===== src/rtl/sc_insn_list_reader.sv =====
// Byte-stream reader for the serialized insn_info list: splits the stream into records and unpacks the len/ins/ext/typ fields.
// Optional feature macro SC_LSTRD_DIS_EN adds insn_dis with the first 16 bytes of the disassembly text.
module sc_insn_list_reader #(
  parameter int unsigned INFO_SIZE = 82,
  parameter int unsigned LEN_OFF   = 0,
  parameter int unsigned LEN_SIZE  = 8,
  parameter int unsigned INS_OFF   = 8,
  parameter int unsigned INS_SIZE  = 8,
  parameter int unsigned EXT_OFF   = 16,
  parameter int unsigned TYP_OFF   = 17,
  parameter int unsigned DIS_OFF   = 18,
  parameter int unsigned LIST_CAP  = 16
) (
  input  logic        clk,
  input  logic        rst,
  input  logic        list_vld,
  input  logic [4:0]  list_cnt,
  output logic        list_err,
  input  logic        in_vld,
  output logic        in_rdy,
  input  logic [7:0]  in_data,
  output logic        insn_vld,
  input  logic        insn_rdy,
  output logic [63:0] insn_len,
  output logic [63:0] insn_ins,
  output logic [7:0]  insn_ext,
  output logic [7:0]  insn_typ,
  output logic [3:0]  insn_idx,
  output logic        insn_last,
  output logic        list_done
`ifdef SC_LSTRD_DIS_EN
  ,
  output logic [127:0] insn_dis
`endif
);

  localparam logic [6:0] LAST_B = 7'(INFO_SIZE - 1);
  localparam logic [6:0] LEN_LO = 7'(LEN_OFF);
  localparam logic [6:0] LEN_SZ = 7'(LEN_SIZE);
  localparam logic [6:0] INS_LO = 7'(INS_OFF);
  localparam logic [6:0] INS_SZ = 7'(INS_SIZE);
  localparam logic [6:0] EXT_B  = 7'(EXT_OFF);
  localparam logic [6:0] TYP_B  = 7'(TYP_OFF);
  localparam logic [6:0] DIS_LO = 7'(DIS_OFF);
  localparam logic [4:0] CAP    = 5'(LIST_CAP);

  typedef enum logic [1:0] {IDLE, RECV, EMIT, DONE} state_t;

  state_t      state, state_nxt;
  logic [6:0]  byte_cnt;
  logic [3:0]  rec_idx;
  logic [4:0]  cnt;
  logic [63:0] len_q, ins_q;
  logic [7:0]  ext_q, typ_q;

  logic        acc, hs, last_rec, hdr;
  logic [6:0]  len_rel, ins_rel;

  assign acc      = (state == RECV) && in_vld;
  assign hs       = (state == EMIT) && insn_rdy;
  assign last_rec = ({1'b0, rec_idx} == (cnt - 5'd1));
  // Only the header region ahead of the disassembly text feeds the fixed fields.
  assign hdr      = (byte_cnt < DIS_LO);
  assign len_rel  = byte_cnt - LEN_LO;
  assign ins_rel  = byte_cnt - INS_LO;

  always_ff @(posedge clk or posedge rst) begin
    if (rst) state <= IDLE;
    else     state <= state_nxt;
  end

  // NOTE: every variable written here gets a default first so no latch is inferred.
  always_comb begin
    state_nxt = state;
    unique case (state)
      IDLE: if (list_vld) state_nxt = (list_cnt == 5'd0) ? DONE : RECV;
      RECV: if (acc && (byte_cnt == LAST_B)) state_nxt = EMIT;
      EMIT: if (insn_rdy) state_nxt = last_rec ? DONE : RECV;
      DONE: state_nxt = IDLE;
    endcase
  end

  // NOTE: sequential state uses non-blocking assignments only, so every register sees pre-edge values.
  always_ff @(posedge clk or posedge rst) begin
    if (rst) begin
      // NOTE: the field registers are reset too because they drive ports that must read 0 out of reset.
      byte_cnt  <= '0;
      rec_idx   <= '0;
      cnt       <= '0;
      len_q     <= '0;
      ins_q     <= '0;
      ext_q     <= '0;
      typ_q     <= '0;
      list_err  <= 1'b0;
      list_done <= 1'b0;
    end else begin
      list_err  <= list_vld && ((state != IDLE) || (list_cnt > CAP));
      list_done <= (state == DONE);

      if ((state == IDLE) && list_vld) begin
        cnt      <= (list_cnt > CAP) ? CAP : list_cnt;
        rec_idx  <= '0;
        byte_cnt <= '0;
      end

      if (acc) begin
        byte_cnt <= (byte_cnt == LAST_B) ? 7'd0 : byte_cnt + 7'd1;
        if (hdr && (len_rel < LEN_SZ)) len_q[{len_rel[2:0], 3'b000} +: 8] <= in_data;
        if (hdr && (ins_rel < INS_SZ)) ins_q[{ins_rel[2:0], 3'b000} +: 8] <= in_data;
        if (hdr && (byte_cnt == EXT_B)) ext_q <= in_data;
        if (hdr && (byte_cnt == TYP_B)) typ_q <= in_data;
      end

      if (hs && !last_rec) begin
        rec_idx  <= rec_idx + 4'd1;
        byte_cnt <= '0;
      end
    end
  end

`ifdef SC_LSTRD_DIS_EN
  logic [6:0]   dis_rel;
  logic [127:0] dis_q;

  assign dis_rel = byte_cnt - DIS_LO;

  always_ff @(posedge clk or posedge rst) begin
    if (rst) dis_q <= '0;
    else if (acc && (dis_rel < 7'd16)) dis_q[{dis_rel[3:0], 3'b000} +: 8] <= in_data;
  end

  assign insn_dis = dis_q;
`endif

  assign in_rdy    = (state == RECV);
  assign insn_vld  = (state == EMIT);
  assign insn_last = (state == EMIT) && last_rec;
  assign insn_idx  = rec_idx;
  assign insn_len  = len_q;
  assign insn_ins  = ins_q;
  assign insn_ext  = ext_q;
  assign insn_typ  = typ_q;

endmodule


===== config.mk =====
export PLATFORM = sky130hd
export DESIGN_NAME = sc_insn_list_reader
export DESIGN_NICKNAME = d
export VERILOG_FILES = /design/src/rtl/sc_insn_list_reader.sv
export SDC_FILE = /design/constraint.sdc
export NUM_CORES = 1
export LEC_CHECK = 0
export ABC_CLOCK_PERIOD_IN_PS = 6840
export CAP_MARGIN = 30
export CORE_ASPECT_RATIO = 0.7
export CORE_MARGIN = 3
export CORE_UTILIZATION = 40
export CTS_BUF_LIST = sky130_fd_sc_hd__clkbuf_4
export CTS_CLUSTER_SIZE = 10
export DETAILED_ROUTE_END_ITERATION = 6
export HOLD_SLACK_MARGIN = 0.12
export PLACE_DENSITY = 0.71
export SETUP_SLACK_MARGIN = 0.5
export SLEW_MARGIN = 40
export SYNTH_ARGS = -nofsm -noshare
export SYNTH_HDL_FRONTEND = slang
export SYNTH_SLANG_ARGS = --single-unit
export TNS_END_PERCENT = 100

===== constraint.sdc =====
create_clock -name clk -period 6.84 [get_ports clk]
set_input_delay 1.368 -clock clk [delete_from_list [all_inputs] [get_ports clk]]
set_output_delay 1.368 -clock clk [all_outputs]
set_load 0.01 [all_outputs]

Run 1, congestion heat map:
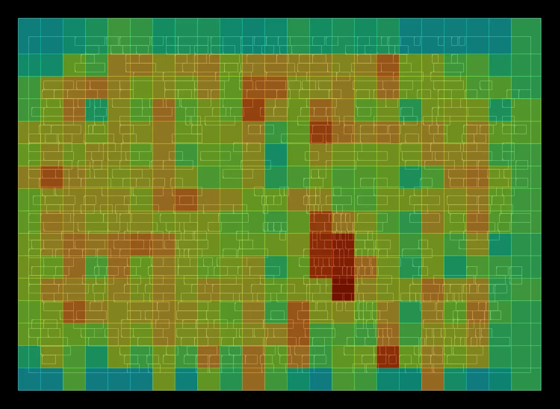
met1 Usage GRT: 24.4%
routing usage on met2: 31.2%
met3 Usage GRT: 8.53%
fin util: 55.4%

Run 1, gate families picked out:
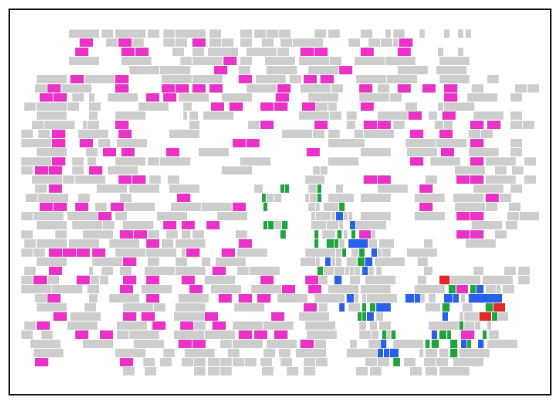
- AND-OR and OR-AND gates: red (cells 3)
- inverting AOI/OAI gates: blue (cells 26; most used o21ai_0)
- NAND gates: green (cells 42; most used nand2_1)
- multiplexers: magenta (cells 147; most used mux2_2; where widely spread)
combinational fraction of the cell area: 28.2%
fin cells: 875
most numerous logic cell after layout: dfrtp_1

==> run summary, run 1 <==
Vias per inst = 5.06
Max-area cell share = 61.0%
Setup violators final = 0
Die Size = 18400 um2
Pre-Repair DR Iteration Count = 4
Family with the most delay on the worst path = AND-OR/OR-AND gates
Root buf cell = clkbuf_4
Cell Chain, Critical Path = inv_1 > ha_1 > o21ba_2 > a221o_1 > a2111oi_4 > and2_1 > clkdlybuf4s50_1
Mapped Cells = 469
Cell count listed in synth_stat.txt = 469
Sw frac = 32.8%
Gr ovfl total = 0
Syn Nets = 493
Crit path max-delay cell type = clkdlybuf4s50_1
Number of buffers added on ports = 170
Fillcell total = 1380
Fin nets = 666
Sw Pwr = 0.947 mW
Max Buffers Root-to-Sink = 2
H-tree Lvls = 4
Row count = 38
TritonCTS Buffers = 17
Hold WS = 0.518 ns
# IOs = 171
Log Warnings = 30
Combinational share of power = 35.8%
Period utilization = 65.5%
Internal power = 1.94 mW
Yosys cell types = 47
Avg Cell Area, Syn = 14.3 um2
FF+latch count, synth = 164
Synth area leaders = dfrtp_1, mux2_2, nand2_1, ha_1, xnor2_1
Delay of the slowest cell on the worst path = 0.54 ns
Skew final = 0.0172 ns
Post-route ant nets = 0
Seq share, synth = 61.0%
Logic area = 2490 um2
Critical path required time = 5.47 ns
Initial antenna violation count = 0
First-pass GRT wire length = 27.3 mm
Outcome = finished, final reports clean
Yosys synthesis chip area = 6720 um2
Period minus WS final = 4.48 ns
Dominant register cell = dfrtp_1
Share of layout cells above drive strength 1 = 29.9%
Clk sinks = 164
Clk pwr share = 18.1%
Worst-Margin Slew = 0.704 ns
Gpl congestion = 0.812
Final hold vios = 0
Critical path buffers and inverters = 2
Post-CTS Hold Buffers = 0
Max_cap viols = 0
Endpoint type of the worst setup path = primary output
Clock Latency Late Sink = 0.55 ns
Die Y = 114 um
Synthesis Warnings = 0
Crit start category = flop
Clk slew on worst S/H paths = 0.13 ns
Vias in the first global route = 4718
FP Core Util = 42.1%
Die X = 161 um
LEAKAGE = 4.08 nW
Initial DRC count = 195
CTS resizes = 0
Largest area contributor in the netlist = dfrtp_1
Layout area overhead = 31.6%
DP HPWL = 12.0 mm
CTS tree = built
Post-CTS Setup Repair Bufs = 0
Largest net degree at the start of global routing = 115
Mapped Area = 6720 um2
Fmax = 223 MHz
RSZ-0062 raised after global routing = false
Crit-path max FO = 6
Max-slew violation count = 0
Critical path class = reg -> out
Maximum vdd ir drop = 174 uV
Worst rel slew slack = 53.0%
Post-synth EDFFs = 0
Crit path DAT = 3.11 ns
Hold Path Class = reg -> reg
Seq pwr share = 46.1%
ANT cells = 0
Ys async rst share = 100%
Core box area = 16000 um2
Register Area = 4100 um2
Power density cells = 327 nW/um2
Setup TNS = 0 ns
Residual DRC = 0
Run 1, signal wires by layer:
Only two layers are drawn.
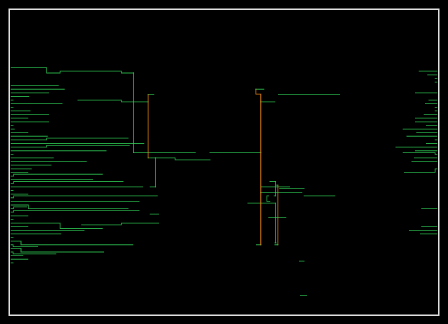
- metal 4: orange (wire length 168 um)
- metal 3: green (wire length 1450 um)
Avg WL per Cell: 19.9 um
Total Wirelength: 17.4 mm
vias post-DR: 4430
GRT Util Overall: 19.4%

## run 1: final timing paths
check,startpoint,to,slack (ns),cells past startpoint
hold / removal,insn_len[15],insn_len[15],0.52,1
min in group asynchronous,rst,insn_ext[4],1.30,2
setup / recovery,cnt[0],insn_last,2.36,7
setup reg to reg,byte_cnt[0],insn_ins[37],4.12,7
hold reg to reg,insn_len[15],insn_len[15],0.52,1
max in group asynchronous,rst,insn_len[45],4.42,3
## run 1: registers in the layout, summed over array words and instances (netlist names)
name,flops
insn_ext,8
cnt,5
insn_typ,8
insn_idx,4
state,2
list_err,1
byte_cnt,7
insn_ins,64
list_done,1
insn_len,64
## run 1: stage by stage
stage / utilization (%) / std cells / power (mW) / instance area (um2) / worst slack [ns]
after floorplan: - / 469 / 1.85 / 6720 / 1.04
after global placement: 54.0 / 843 / 2.36 / 8620 / 2.97
after detailed placement: 53.9 / 843 / 2.39 / 8610 / 2.94
after CTS: 55.4 / 875 / 2.93 / 8860 / 2.28
after global routing: 55.4 / 875 / 3.07 / 8850 / 2.14
final: 55.4 / 875 / 2.89 / 8850 / 2.36
## run 1: cells in the mapped netlist, drive strengths merged, types with 3 or more instances
cell type and count:
xnor2 8, ha 6, nand2 23, clkbuf 10, o21ai 13, nor3 8
buf 7, o22ai 3, nand3 9, dfrtp 164, mux2 145, nor2b 4
nor4 3, a31oi 3, and2 3, and3 3, inv 12, nor2 13
nand2b 8
## run 1: area by class of cell
class | count | share of cell area (%)
Tap cell | 220 | 3.11
Clock buffer | 18 | 1.53
Sequential cell | 164 | 46.4
Inverter | 12 | 0.651
Clock inverter | 14 | 1.27
Multi-Input combinational cell | 276 | 28.2
Timing Repair Buffer | 171 | 18.9
## run 1: placed cells by master, fill, tap and decap left out, types with 4 or more instances in the layout
master / Yosys / final
dfrtp_1: 164 / 164
clkdlybuf4s50_1: 0 / 162
mux2_2: 145 / 145
nand2_1: 23 / 23
clkbuf_4: 0 / 18
o21ai_0: 13 / 13
nor2_1: 12 / 12
inv_1: 12 / 11
nand3_1: 9 / 9
nand2b_1: 8 / 8
xnor2_1: 8 / 8
buf_2: 4 / 8
nor3_1: 7 / 7
ha_1: 6 / 6
nor2b_1: 4 / 4
clkinv_1: 0 / 4
## run 1: cells by family (layout without fill, tap and decap cells)
kind of cell    count (synthesis)  count (layout)  synth area share (%)
buf+inv                        29             215                  1.97
fa+ha+maj                       6               6                  1.12
flops                         164             164                  61.0
mux                           147             147                  24.6
compound gates                 29              29                  3.09
xor+xnor                        8               8                  1.04
simple gates                   86              86                  7.15
## run 1: routing by layer
metal	track usage (%)	vias up	wire, um
met3	8.53	18	1450
met1	24.4	2293	7580
met5	0	-	0
met2	31.2	114	8190
met4	4.70	0	167
li1	-	2005	-
## run 1: power by group through the flow
stage / Clock (mW) / Sequential (mW) / Combinational [mW]
after detailed placement: 0 / 1.35 / 1.04
final: 0.523 / 1.33 / 1.03
after global routing: 0.584 / 1.37 / 1.12
after CTS: 0.543 / 1.34 / 1.05
after floorplan: 0 / 1.41 / 0.442
after global placement: 0 / 1.34 / 1.02
Run 1, sequential cells grouped by signal name:
Scale bar: 50 um. Other sequential cells in the stronger grey, the rest of the logic in the fainter grey.
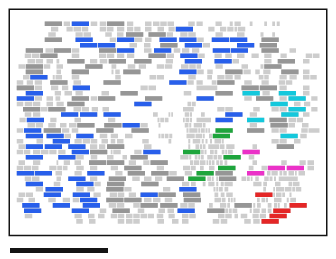

==> inputs of run 2 (changes only) <==
--- a/config.mk
+++ b/config.mk
@@ -5,7 +5,7 @@
 export SDC_FILE = /design/constraint.sdc
 export NUM_CORES = 1
 export LEC_CHECK = 0
-export ABC_CLOCK_PERIOD_IN_PS = 6840
+export ABC_CLOCK_PERIOD_IN_PS = 4300
 export CAP_MARGIN = 30
 export CORE_ASPECT_RATIO = 0.7
 export CORE_MARGIN = 3
==> constraint.sdc (replaced) <==
create_clock -name clk -period 4.3 [get_ports clk]
set_input_delay 0.86 -clock clk [delete_from_list [all_inputs] [get_ports clk]]
set_output_delay 0.86 -clock clk [all_outputs]
set_load 0.01 [all_outputs]
Run 2, sequential cells grouped by signal name:
Scale bar: 50 um. Other sequential cells in the stronger grey, the rest of the logic in the fainter grey.
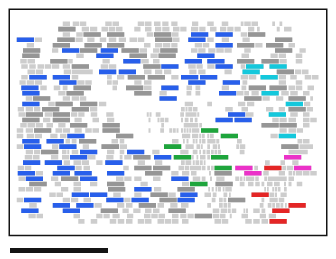
- `byte_cnt`: green (flops 7)
- `cnt`: red (flops 5; where bottom right)
- `insn_idx`: magenta (flops 4)
- `insn_ext`: cyan (flops 8)
- `insn_len`: blue (flops 64; where widely spread)
- not coloured: 76
fin util: 55.9%
Seq group: 2.12 mW
Register Area: 4100 um2

==> run summary, run 2 <==
Clk pwr share = 18.9%
Outcome = finished, final reports clean
Max_cap viols = 0
Hold Path Class = reg -> reg
Crit path max-delay cell type = dfrtp_1
Final hold vios = 0
Crit-path max FO = 4
Syn Nets = 493
Mapped Cells = 469
Setup violators final = 0
Sw Pwr = 1.54 mW
H-tree Lvls = 4
Vias post-DR = 4471
Post-synthesis adder-cell area fraction = 1.12%
Fillcell total = 1353
Largest area contributor in the netlist = dfrtp_1
RR Endpoint = insn_ins[0]
Combinational share of power = 35.6%
Dominant register cell = dfrtp_1
Die Y = 114 um
Die Size = 18400 um2
Vias in the first global route = 4809
R2R Setup Slk = 1.68 ns
Endpoint type of the worst setup path = primary output
TritonCTS Buffers = 17
Layout area overhead = 32.8%
Top Layout Cells = dfrtp_1, clkdlybuf4s50_1, mux2_2, nand2_1, clkbuf_4
Worst hold endpoint = insn_ins[57]
Avg Cell Area, Syn = 14.3 um2
Max-area cell share = 61.0%
Log Warnings = 29
Avg WL per Cell = 19.7 um
Worst Reg2Reg Path Length in Cells = 7
LEAKAGE = 4.12 nW
Power density cells = 522 nW/um2
Post-synth EDFFs = 0
Post-synth mux share = 24.6%
CTS tree = built
Core box area = 16000 um2
Worst-Margin Slew = 0.840 ns
R2R Path Start = byte_cnt[0]
Crit path DAT = 2.64 ns
Largest net degree at the start of global routing = 165
Yosys cell types = 47
Gpl congestion = 0.781
Total Wirelength = 17.3 mm
Skew final = 0.0309 ns
# IOs = 171
Post-route ant nets = 0
Die X = 161 um
Seq share, synth = 61.0%
FF+latch count, synth = 164
Internal power = 3.13 mW
FP Core Util = 42.1%
Residual DRC = 0
Cell count listed in synth_stat.txt = 469
Top cells by count = dfrtp_1, mux2_2, nand2_1, o21ai_0
Critical path class = reg -> out
Pre-Repair DR Iteration Count = 4
Critical path buffers and inverters = 2
Initial antenna violation count = 0
Number of buffers added on ports = 170
Synthesis Warnings = 0
Sw frac = 32.9%
DP HPWL = 11.8 mm
Top-count cell post-synth = dfrtp_1
Worst rel slew slack = 43.8%
Hold_sp = insn_ins[57]
Setup TNS = 0 ns
Most numerous logic cell after layout = dfrtp_1
Critical path required time = 3.44 ns
Synth area leaders = dfrtp_1, mux2_2, nand2_1, ha_1, xnor2_1
Vias per inst = 5.09
Share of layout cells above drive strength 1 = 30.5%
Crit start category = flop
Delay of the slowest cell on the worst path = 0.38 ns
Fin nets = 670
Ys async rst share = 100%
Clk sinks = 164
Hold path cells = 1
## run 2: netlist changes by cell type in the layout (fill, tap and decap cells not counted), sizes merged
cell	delta
buf	+2
clkbuf	+1
clkdlybuf4s50	+1
clkinv	-6
clkinvlp	+1
dlygate4sd2	+1
inv	+4
## run 2: worst max path at each step
| stage | end | slack [ns] | depth (start not counted) |
|---|---|---|---|
| after global placement | insn_last | 0.95 | 7 |
| after global routing | insn_last | 0.58 | 7 |
| after detailed placement | insn_last | 0.88 | 7 |
| after floorplan | byte_cnt[0] | 1.36 | 1 |
| after CTS | insn_last | 0.77 | 7 |
| final | insn_last | 0.80 | 7 |
## run 2: repair_timing
| action | CTS | global route |
|---|---|---|
| endpoints found under the setup margin | 1 | 0 |
| gates resized | 1 | 0 |
| hold buffers | 0 | 0 |
| buffers inserted | 2 | 0 |
## run 2: cell type report
type	instances	area (um2)	area share, %
flip-flops and latches	164	4100	46.0
multi-input cells	276	2490	27.9
well taps	220	275	3.08
inverters	12	48.8	0.547
repair buffers	175	1740	19.5
clock buffers	19	143	1.60
clock inverters	13	121	1.36
## run 2: routing by layer
layer,GRT usage (%),routed length [um]
met5,0,0
met2,30.5,8070
met4,3.95,142
met3,8.82,1490
met1,24.6,7620
## run 2: logic make-up (layout without fill, tap and decap cells)
family          count (synthesis)  in the layout
flops                         164            164
mux                           147            147
simple gates                   86             86
compound gates                 29             29
buf+inv                        29            219
xor+xnor                        8              8
fa+ha+maj                       6              6
## run 2: power by group through the flow
stage               registers [mW]  logic, mW  clock network (mW)
finish                        2.12       1.66               0.880
global route                  2.17       1.79               0.985
CTS                           2.13       1.68               0.910
detailed placement            2.16       1.66                   0
global placement              2.14       1.62                   0
floorplan                     2.25      0.703                   0
## run 2: through the flow
stage	area (um2)	worst slack [ns]	power [mW]	cells
CTS	8910	0.766	4.72	878
detailed placement	8640	0.882	3.82	844
global placement	8640	0.951	3.76	844
global route	8930	0.583	4.94	879
finish	8930	0.800	4.66	879
floorplan	6730	1.36	2.95	469
Run 2, signal wires by layer:
Only two layers are drawn.
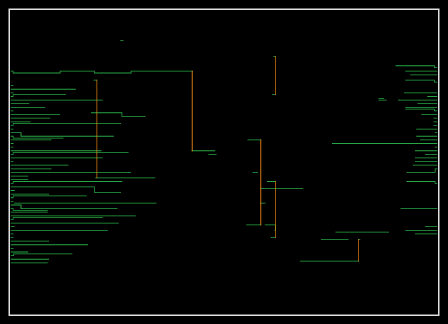

==> inputs of run 3 (changes only) <==
--- a/config.mk
+++ b/config.mk
@@ -5,7 +5,7 @@
 export SDC_FILE = /design/constraint.sdc
 export NUM_CORES = 1
 export LEC_CHECK = 0
-export ABC_CLOCK_PERIOD_IN_PS = 4300
+export ABC_CLOCK_PERIOD_IN_PS = 3000
 export CAP_MARGIN = 30
 export CORE_ASPECT_RATIO = 0.7
 export CORE_MARGIN = 3
@@ -14,7 +14,7 @@
 export CTS_CLUSTER_SIZE = 10
 export DETAILED_ROUTE_END_ITERATION = 6
 export HOLD_SLACK_MARGIN = 0.12
-export PLACE_DENSITY = 0.71
+export PLACE_DENSITY = 0.74
 export SETUP_SLACK_MARGIN = 0.5
 export SLEW_MARGIN = 40
 export SYNTH_ARGS = -nofsm -noshare
==> constraint.sdc (replaced) <==
create_clock -name clk -period 3 [get_ports clk]
set_input_delay 0.6 -clock clk [delete_from_list [all_inputs] [get_ports clk]]
set_output_delay 0.6 -clock clk [all_outputs]
set_load 0.01 [all_outputs]
Run 3, signal wires by layer:
Only two layers are drawn.
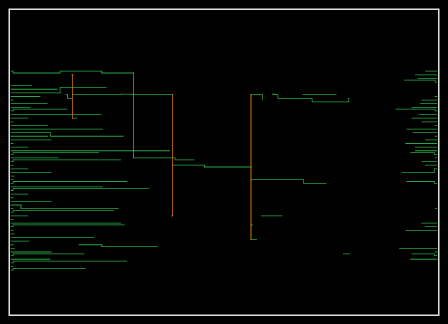
- metal 4: orange (wire length 148 um)
- metal 3: green (wire length 1480 um)
GRT Util Overall: 19.9%
Total Wirelength: 17.7 mm
vias post-DR: 4492
Avg WL per Cell: 20.0 um

==> run summary, run 3 <==
Outcome = finished, final reports clean
RR Endpoint = insn_len[20]
Critical path buffers and inverters = 2
Mapped Cells = 469
R2R Setup Slk = 0.62 ns
Crit start category = flop
Residual DRC = 0
Family with the most delay on the worst path = AND-OR/OR-AND gates
Fillcell total = 1323
Cell Chain, Critical Path = inv_2 > ha_4 > o21ba_4 > a221o_1 > a2111oi_4 > and2_1 > buf_2
Top-count cell post-synth = dfrtp_1
Period utilization = 99.5%
Maximum vdd ir drop = 410 uV
# IOs = 171
Endpoint type of the worst setup path = primary output
Largest area contributor in the netlist = dfrtp_1
Gr ovfl total = 0
Setup violators final = 0
Crit-path max FO = 4
Seq pwr share = 43.4%
CTS tree = built
Pre-Repair DR Iteration Count = 6
Fin nets = 679
FF+latch count, synth = 164
Max_cap viols = 0
Fmax = 335 MHz
Internal power = 4.79 mW
Post-route ant nets = 0
Most numerous logic cell after layout = clkdlybuf4s50_1
Power density cells = 774 nW/um2
Clk pwr share = 21.3%
Max Buffers Root-to-Sink = 2
Avg Cell Area, Syn = 14.3 um2
Dominant register cell = dfrtp_1
Worst setup path end = insn_last
Die X = 161 um
Share of layout cells above drive strength 1 = 34.1%
Log Warnings = 33
RSZ-0062 raised after global routing = true
Die Size = 18400 um2
R2R Path Start = byte_cnt[0]
Clk sinks = 164
Worst-Margin Slew = 0.816 ns
Yosys synthesis chip area = 6720 um2
Critical path required time = 2.40 ns
H-tree Lvls = 4
Critical path depth in cells = 7
Crit path DAT = 2.38 ns
Initial DRC count = 206
Top Layout Cells = clkdlybuf4s50_1, dfrtp_1, mux2_2, nand2_1, clkbuf_4
Worst rel slew slack = 45.4%
Clock Latency Late Sink = 0.57 ns
Yosys cell types = 47
Power Total = 7.04 mW
Critical Path Start = cnt[1]
Sw Pwr = 2.25 mW
Synthesis Warnings = 0
Mapped Area = 6720 um2
Cell count listed in synth_stat.txt = 469
Delay of the slowest cell on the worst path = 0.39 ns
Hold Path Class = in -> async
Initial antenna violation count = 0
Fin cells = 888
LEAKAGE = 4.21 nW
Vias per inst = 5.06
Clk slew on worst S/H paths = 0.14 ns
Logic area = 2530 um2
Die Y = 114 um
Fin util = 57.0%
Core box area = 16000 um2
Critical path class = reg -> out
ANT cells = 0
Layout area overhead = 35.3%
Combinational share of power = 35.3%
Seq share, synth = 61.0%
Sw frac = 32.0%
Crit path max-delay cell type = dfrtp_1
FP Core Util = 42.1%
Worst Reg2Reg Path Length in Cells = 6
Max-area cell share = 61.0%
TritonCTS Buffers = 17
Root buf cell = clkbuf_4
-- run 3: cell counts after synthesis --
No cell type changed its count.
-- run 3: repair_timing --
| item | 4_1_cts | 5_1_grt |
|---|---|---|
| endpoints found under the setup margin | 17 | 112 |
| gates cloned | 0 | 0 |
| resized | 10 | 12 |
| setup buffers | 3 | 0 |
| pin swaps | 5 | 0 |
-- run 3: cells by family (layout without fill, tap and decap cells) --
group / Yosys count / in the layout / synth area share [%]
buffers and inverters: 29 / 228 / 1.97
muxes: 147 / 147 / 24.6
AOI/OAI and AO/OA: 29 / 29 / 3.09
adders and majority gates: 6 / 6 / 1.12
xor gates and xnor gates: 8 / 8 / 1.04
and+or+nand+nor: 86 / 86 / 7.15
DFF: 164 / 164 / 61.0
-- run 3: layer usage --
metal | up-vias | wire length, um | GRT usage [%]
li1 | 2034 | - | -
met3 | 13 | 1480 | 8.64
met4 | 0 | 148 | 4.64
met2 | 110 | 8240 | 31.4
met5 | - | 0 | 0
met1 | 2335 | 7860 | 25.7
-- run 3: through the flow --
stage          hold WS (ns)  instance area (um2)  setup slack (ns)  TNS [ns]
2_1_floorplan         0.473                 6730             0.315         0
3_3_place_gp          0.488                 8710             0.129         0
3_5_place_dp          0.493                 8710            0.0406         0
4_1_cts               0.506                 9090           -0.0497   -0.0497
5_1_grt               0.541                 9100            -0.106    -0.106
6_report              0.517                 9100            0.0165         0
-- run 3: worst min path at each step --
stage	to	slack, ns	depth (start not counted)
6_report	insn_idx[3]	0.52	3
5_1_grt	insn_idx[3]	0.54	3
4_1_cts	insn_idx[3]	0.51	3
3_5_place_dp	insn_len[57]	0.49	1
3_3_place_gp	insn_len[63]	0.49	1
2_1_floorplan	cnt[1]	0.47	2
-- run 3: power by group through the flow --
stage               logic (mW)  clock network [mW]  registers (mW)
floorplan                 1.01                   0            3.22
global placement          2.36                   0            3.06
detailed placement        2.42                   0            3.09
CTS                       2.49                1.55            3.05
global route              2.67                1.64            3.13
finish                    2.48                1.50            3.06
-- run 3: cell type report --
cell class / instances / area share (%)
sequential: 164 / 45.1
clock inverter: 14 / 2.17
multi-input combinational: 276 / 27.8
clock buffer: 18 / 1.49
tap: 220 / 3.03
timing repair buffer: 184 / 19.8
inverter: 12 / 0.536
-- run 3: worst register-to-register path, delay by kind of cell, from the launching register on --
family	cells	cell delay [ns]
buffers and inverters	1	0.11
adder cells (fa/ha/maj)	2	0.46
multiplexers	1	0.36
AND/OR/NAND/NOR	2	0.92
flip-flops	1	0.46
Power and IR drop assume default switching activity.
